Fig. 1: clock wires, drivers and flops
Scale bar: 20 microns.
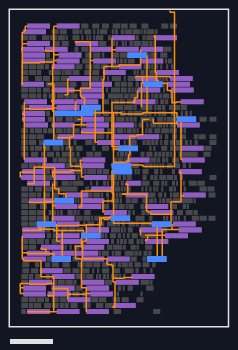
Fig. 2: gate families picked out
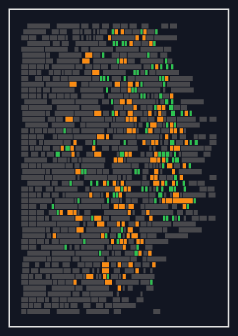
Fig. 3: cells coloured by class
Scale bar: 20 microns.
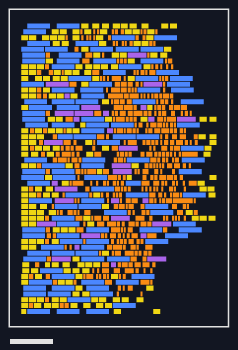
`src/rtl/mold_req_gen.sv`:
```
// mold_req_gen: turns one retransmission request (session, first missing
// sequence number, missing count) into one or more 20-byte MoldUDP64 request
// packets on a 64-bit byte-lane stream, three beats per packet.
module mold_req_gen #(
   parameter int unsigned SEQ_NUM_W   = 18,
   parameter int unsigned SID_W       = 80,
   parameter int unsigned MAX_REQ_CNT = 16'hFFFF
) (
   input  logic                 clk,
   input  logic                 nreset,
   input  logic                 req_v_i,
   output logic                 req_rdy_o,
   input  logic [SID_W-1:0]     req_sid_i,
   input  logic [SEQ_NUM_W-1:0] req_seq_start_i,
   input  logic [SEQ_NUM_W-1:0] req_seq_cnt_i,
   output logic                 tx_v_o,
   input  logic                 tx_rdy_i,
   output logic [63:0]          tx_data_o,
   output logic [7:0]           tx_keep_o,
   output logic                 tx_last_o,
   output logic                 busy_o
);

   localparam logic [SEQ_NUM_W-1:0] MAX_CNT = SEQ_NUM_W'(MAX_REQ_CNT);

   typedef enum logic [1:0] {IDLE, B0, B1, B2} state_t;

   state_t                 state_q, state_d;
   logic [SID_W-1:0]       sid_q;
   logic [SEQ_NUM_W-1:0]   cur_seq_q;
   logic [SEQ_NUM_W-1:0]   remaining_q;
   logic [SEQ_NUM_W-1:0]   pkt_cnt;
   logic [SEQ_NUM_W-1:0]   rem_next;
   logic                   accept;
   logic [159:0]           pkt_be;
   logic [159:0]           pkt_le;
   logic                   tx_v;
   logic [63:0]            tx_data;
   logic [7:0]             tx_keep;
   logic                   tx_last;

   // Messages carried by one packet: the remaining count clipped to the per-packet limit.
   function automatic logic [SEQ_NUM_W-1:0] sat_cnt(input logic [SEQ_NUM_W-1:0] rem);
      return (rem > MAX_CNT) ? MAX_CNT : rem;
   endfunction

   assign req_rdy_o = (state_q == IDLE) & nreset;
   assign accept    = req_v_i & req_rdy_o;
   assign pkt_cnt   = sat_cnt(remaining_q);
   assign rem_next  = remaining_q - pkt_cnt;

   // Assemble the big-endian packet image, then reorder it so byte i sits in lane bits [8i+7:8i].
   always_comb begin
      pkt_be = {80'(sid_q), 64'(cur_seq_q), 16'(pkt_cnt)};
      pkt_le = '0;
      for (int i = 0; i < 20; i++) begin
         pkt_le[8*i +: 8] = pkt_be[159-8*i -: 8];
      end
   end

   // State register; reset drops any packet in flight.
   always_ff @(posedge clk) begin
      if (!nreset) begin
         state_q <= IDLE;
      end else begin
         state_q <= state_d;
      end
   end

   // Holding register: latch on accept, advance sequence/remaining after each packet's last beat.
   always_ff @(posedge clk) begin
      if (accept) begin
         sid_q       <= req_sid_i;
         cur_seq_q   <= req_seq_start_i;
         remaining_q <= req_seq_cnt_i;
      end else if (state_q == B2 && tx_rdy_i) begin
         cur_seq_q   <= cur_seq_q + pkt_cnt;
         remaining_q <= rem_next;
      end
   end

   // Next state and beat contents; beats only advance on a downstream handshake.
   always_comb begin
      state_d = state_q;
      tx_v    = 1'b0;
      tx_data = '0;
      tx_keep = '0;
      tx_last = 1'b0;
      case (state_q)
         IDLE: begin
            if (accept && req_seq_cnt_i != '0) state_d = B0;
         end
         B0: begin
            tx_v    = 1'b1;
            tx_data = pkt_le[63:0];
            tx_keep = 8'hFF;
            if (tx_rdy_i) state_d = B1;
         end
         B1: begin
            tx_v    = 1'b1;
            tx_data = pkt_le[127:64];
            tx_keep = 8'hFF;
            if (tx_rdy_i) state_d = B2;
         end
         B2: begin
            tx_v    = 1'b1;
            tx_data = {32'h0, pkt_le[159:128]};
            tx_keep = 8'h0F;
            tx_last = 1'b1;
            if (tx_rdy_i) state_d = (rem_next != '0) ? B0 : IDLE;
         end
         default: state_d = IDLE;
      endcase
   end

   // Outputs are forced quiet while reset is asserted.
   assign tx_v_o    = tx_v & nreset;
   assign tx_data_o = nreset ? tx_data : 64'h0;
   assign tx_keep_o = nreset ? tx_keep : 8'h0;
   assign tx_last_o = tx_last & nreset;
   assign busy_o    = (state_q != IDLE) & nreset;

endmodule

```
`config.mk`:
```
export PLATFORM = sky130hd
export DESIGN_NAME = mold_req_gen
export DESIGN_NICKNAME = d
export VERILOG_FILES = /design/src/rtl/mold_req_gen.sv
export SDC_FILE = /design/constraint.sdc
export NUM_CORES = 1
export LEC_CHECK = 0
export CORE_ASPECT_RATIO = 1.5
export CORE_MARGIN = 5
export CORE_UTILIZATION = 51
export DETAILED_ROUTE_END_ITERATION = 7
export PLACE_DENSITY = 0.95
export SYNTH_ARGS = -nofsm -noshare
export SYNTH_HDL_FRONTEND = slang
export SYNTH_SLANG_ARGS = --single-unit
export TNS_END_PERCENT = 10
```
`constraint.sdc`:
```
create_clock -name clk -period 7.3 [get_ports clk]
set_input_delay 0.73 -clock clk [delete_from_list [all_inputs] [get_ports clk]]
set_output_delay 0.73 -clock clk [all_outputs]
set_load 0.03 [all_outputs]
```
==> run summary <==
CP max-delay cell - clkdlybuf4s50_1
Synthesis area per yosys - 0.006432 sq mm
Comb gates - 435
Fillers - 800
FF+latch area - 0.003523 sq mm
Max_cap viols - 0
HPWL after DPL - 14360 microns
Pleak - 0.003231 uW
Dpl ws - 3.386 ns
CP cell instances - clkdlybuf4s50_1, buf_4, nand2b_1, buf_4, inv_1, clkdlybuf4s50_1
Total GRT Usage - 27.72%
Critical Path AT - 3.22 ns
TritonCTS clock tree - built
Biggest Area Class - sequential cells
Worst slew pin tran - 1.131 ns
Drt pass-1 iters - 5
Vias in the first global route - 6080
Synth Register Bits - 118
Cell area power density - 354.5 mW/mm^2
Outcome - finished, final reports clean
Synth Cell Area - 0.006432 sq mm
Yosys Instances - 610
Layout buffer count excluding clock buffers - 202
Top Ports - 196
Post-CTS setup repair buffer count - 0
Hold Crit Class - register to register
Via count - 5840
Pwr Total - 3190 uW
Clk sinks - 118
DR WL/cell - 21.56 microns
Inserted Clock Buffers - 17
GPL Wtd Cong - 0.9639
Clkbuf count - 17
Vias per cell - 6.109
Start point of the worst hold path - state_q[0]
XORs/XNORs by Area - 3.132%
Logic area - 0.002635 sq mm
Reg-to-reg startpoint - remaining_q[17]
Synth warn - 0
PostCTS Resize Cnt - 0
Share of cells above drive strength 1 - 5.764%
Die width - 101.7 microns
Worst setup margin - 3.346 ns
Final Cycle Share - 54.17%
F_max - 252.9 MHz
Final setup violation count - 0
CP startpoint kind - input port
Worst path required time - 6.57 ns
Hold Buf Count CTS - 0
Fa+ha+maj area frac - 4.591%
Worst reg2reg path endpoint - cur_seq_q[16]
Register share after synthesis - 54.78%
Reg2Reg Setup Slack - 3.65 ns
FFs w/ async S/R, synth - 0%
Peak supply drop - 260.0 uV
Number of synthesized flops with an enable pin - 116
Total Negative Setup Slacks - 0 ns
Largest net degree at the start of global routing - 87
Clock Root Buffer - clkbuf_16
Net Count, Synth - 753
Die H - 147.5 microns
N_diodes - 2
Max-slew violations - 0
Post-synth cell types - 63
DRT Wirelength - 20610 microns
ClkCell Share - 6.548%
CTS H-tree depth - 4
Top comb family, area - simple AND/OR/NAND/NOR gates
Inverter count - 12
CP max FO - 36
Max stage delay on crit path - 0.74 ns
Total gr overflow - 0
Crit end category - output port
Max clock buf depth - 2
Setup CP Type - input port to output port
Non-clk buf share - 22.27%
Residual DRC - 0
DRT iter0 DRCs - 567
Initial antenna violation count - 2
Mapped Cells - 610
Chip footprint - 0.01500 sq mm
Placed Instances - 923
First-pass GRT wire length - 31500 microns
Complex Gates by Area - 14.69%
Register-to-Register Path Depth - 10
OpenROAD warning count - 29
Final nets - 929
Sequential share of cell area - 39.15%
RSZ-0062 raised after global routing - false
Tmin final - 3.954 ns
Cell Area, Placed - 0.008406 sq mm
Top_reg_cell synth - edfxtp_1
AND/OR/NAND/NOR Cells, Area Fraction - 17.84%
Seq Cell Count - 118
Fin. Hold Viols - 0
Relative slew slack - 24.59%
Multiplexer share - 0.6224%
Area grow syn2layout - 39.91%
## Picture notes: Fig. 1
[cells driving clock nets] blue | count: 17
[flip-flops] purple | count: 118
[clock wires] orange | length: 1650 microns
routed clock nets: 18
flops lie: spread over the die
clk_lat worst skew: 0.43 ns
clock share of power: 26.6%
clock skew: 0.01132 ns
clock group total power: 848 uW

## Picture notes: Fig. 2
[inverting AOI/OAI gates] orange | cells: 134
[NAND gates] green | cells: 110
logic share of the area: 29.28%
fin cells: 956
dominant logic cell type in the layout: clkdlybuf4s50_1

## Picture notes: Fig. 3
[all other logic] orange | cells: 447 | share of their area: 30%
[other buffers and delay cells] yellow | cells: 202 | share of their area: 23%
[clock drivers and dummy loads] purple | cells: 31 | share of their area: 6.7%
[flip-flops] blue | cells: 118 | share of their area: 40%
Finished Cell Area: 0.009000 sq mm
core area: 0.01245 sq mm
Core Util, Final: 72.29%
Rows: 50

worst max-delay path by stage:
stage / startpoint / end / slack, ns
CTS: nreset / tx_keep_o[2] / 3.37
finish: nreset / tx_keep_o[2] / 3.35
floorplan: nreset / sid_q[0] / 3.03
global route: nreset / tx_keep_o[2] / 3.19
detailed placement: nreset / tx_keep_o[2] / 3.39
global placement: nreset / tx_data_o[23] / 3.42
cell usage after synthesis, types with 5 or more instances:
master	number	area share (%)
nand2b_1	6	0.58
buf_1	5	0.29
a21oi_1	51	4.0
and3_1	31	3.0
edfxtp_1	116	54
xor2_1	10	1.4
inv_1	11	0.64
ha_1	22	4.3
o21ai_0	38	3.0
a21o_1	5	0.58
a222oi_1	16	2.5
xnor2_1	13	1.8
or3_1	13	1.3
clkbuf_1	22	1.3
buf_4	9	1.1
nor2_1	56	3.3
buf_2	6	0.47
nand2_1	92	5.4
nor3_1	5	0.39
nand3_1	9	0.70
registers in the layout, indices dropped and copies added (netlist names):
name	count
remaining_q	18
sid_q	80
state_q	2
cur_seq_q	18
per-layer routing:
layer  share of wire, %  track usage (%)
met1                 33            29.09
met2                 52            47.87
met3                9.1            8.310
met4                6.1            16.50
met5                  0                0
layout by cell type, fill, tap and decap left out, types with 16 or more instances in the layout:
| cell | count |
|---|---|
| o21ai_0 | 38 |
| ha_1 | 21 |
| edfxtp_1 | 116 |
| a222oi_1 | 16 |
| nor2_1 | 56 |
| a21oi_1 | 51 |
| nand2_1 | 92 |
| clkdlybuf4s50_1 | 195 |
| clkbuf_16 | 17 |
| and3_1 | 31 |
worst max-delay path, delay by kind of cell:
kind	cells	cell delay [ns]
buffers and inverters	5	2.04
AND/OR/NAND/NOR	1	0.44
where the power goes:
group	switching, uW	internal [uW]
clock	338	510
sequential	109	943
combinational	781	509
total	1230	1960
No activity file was given, so power comes from the tool's default toggle rates.
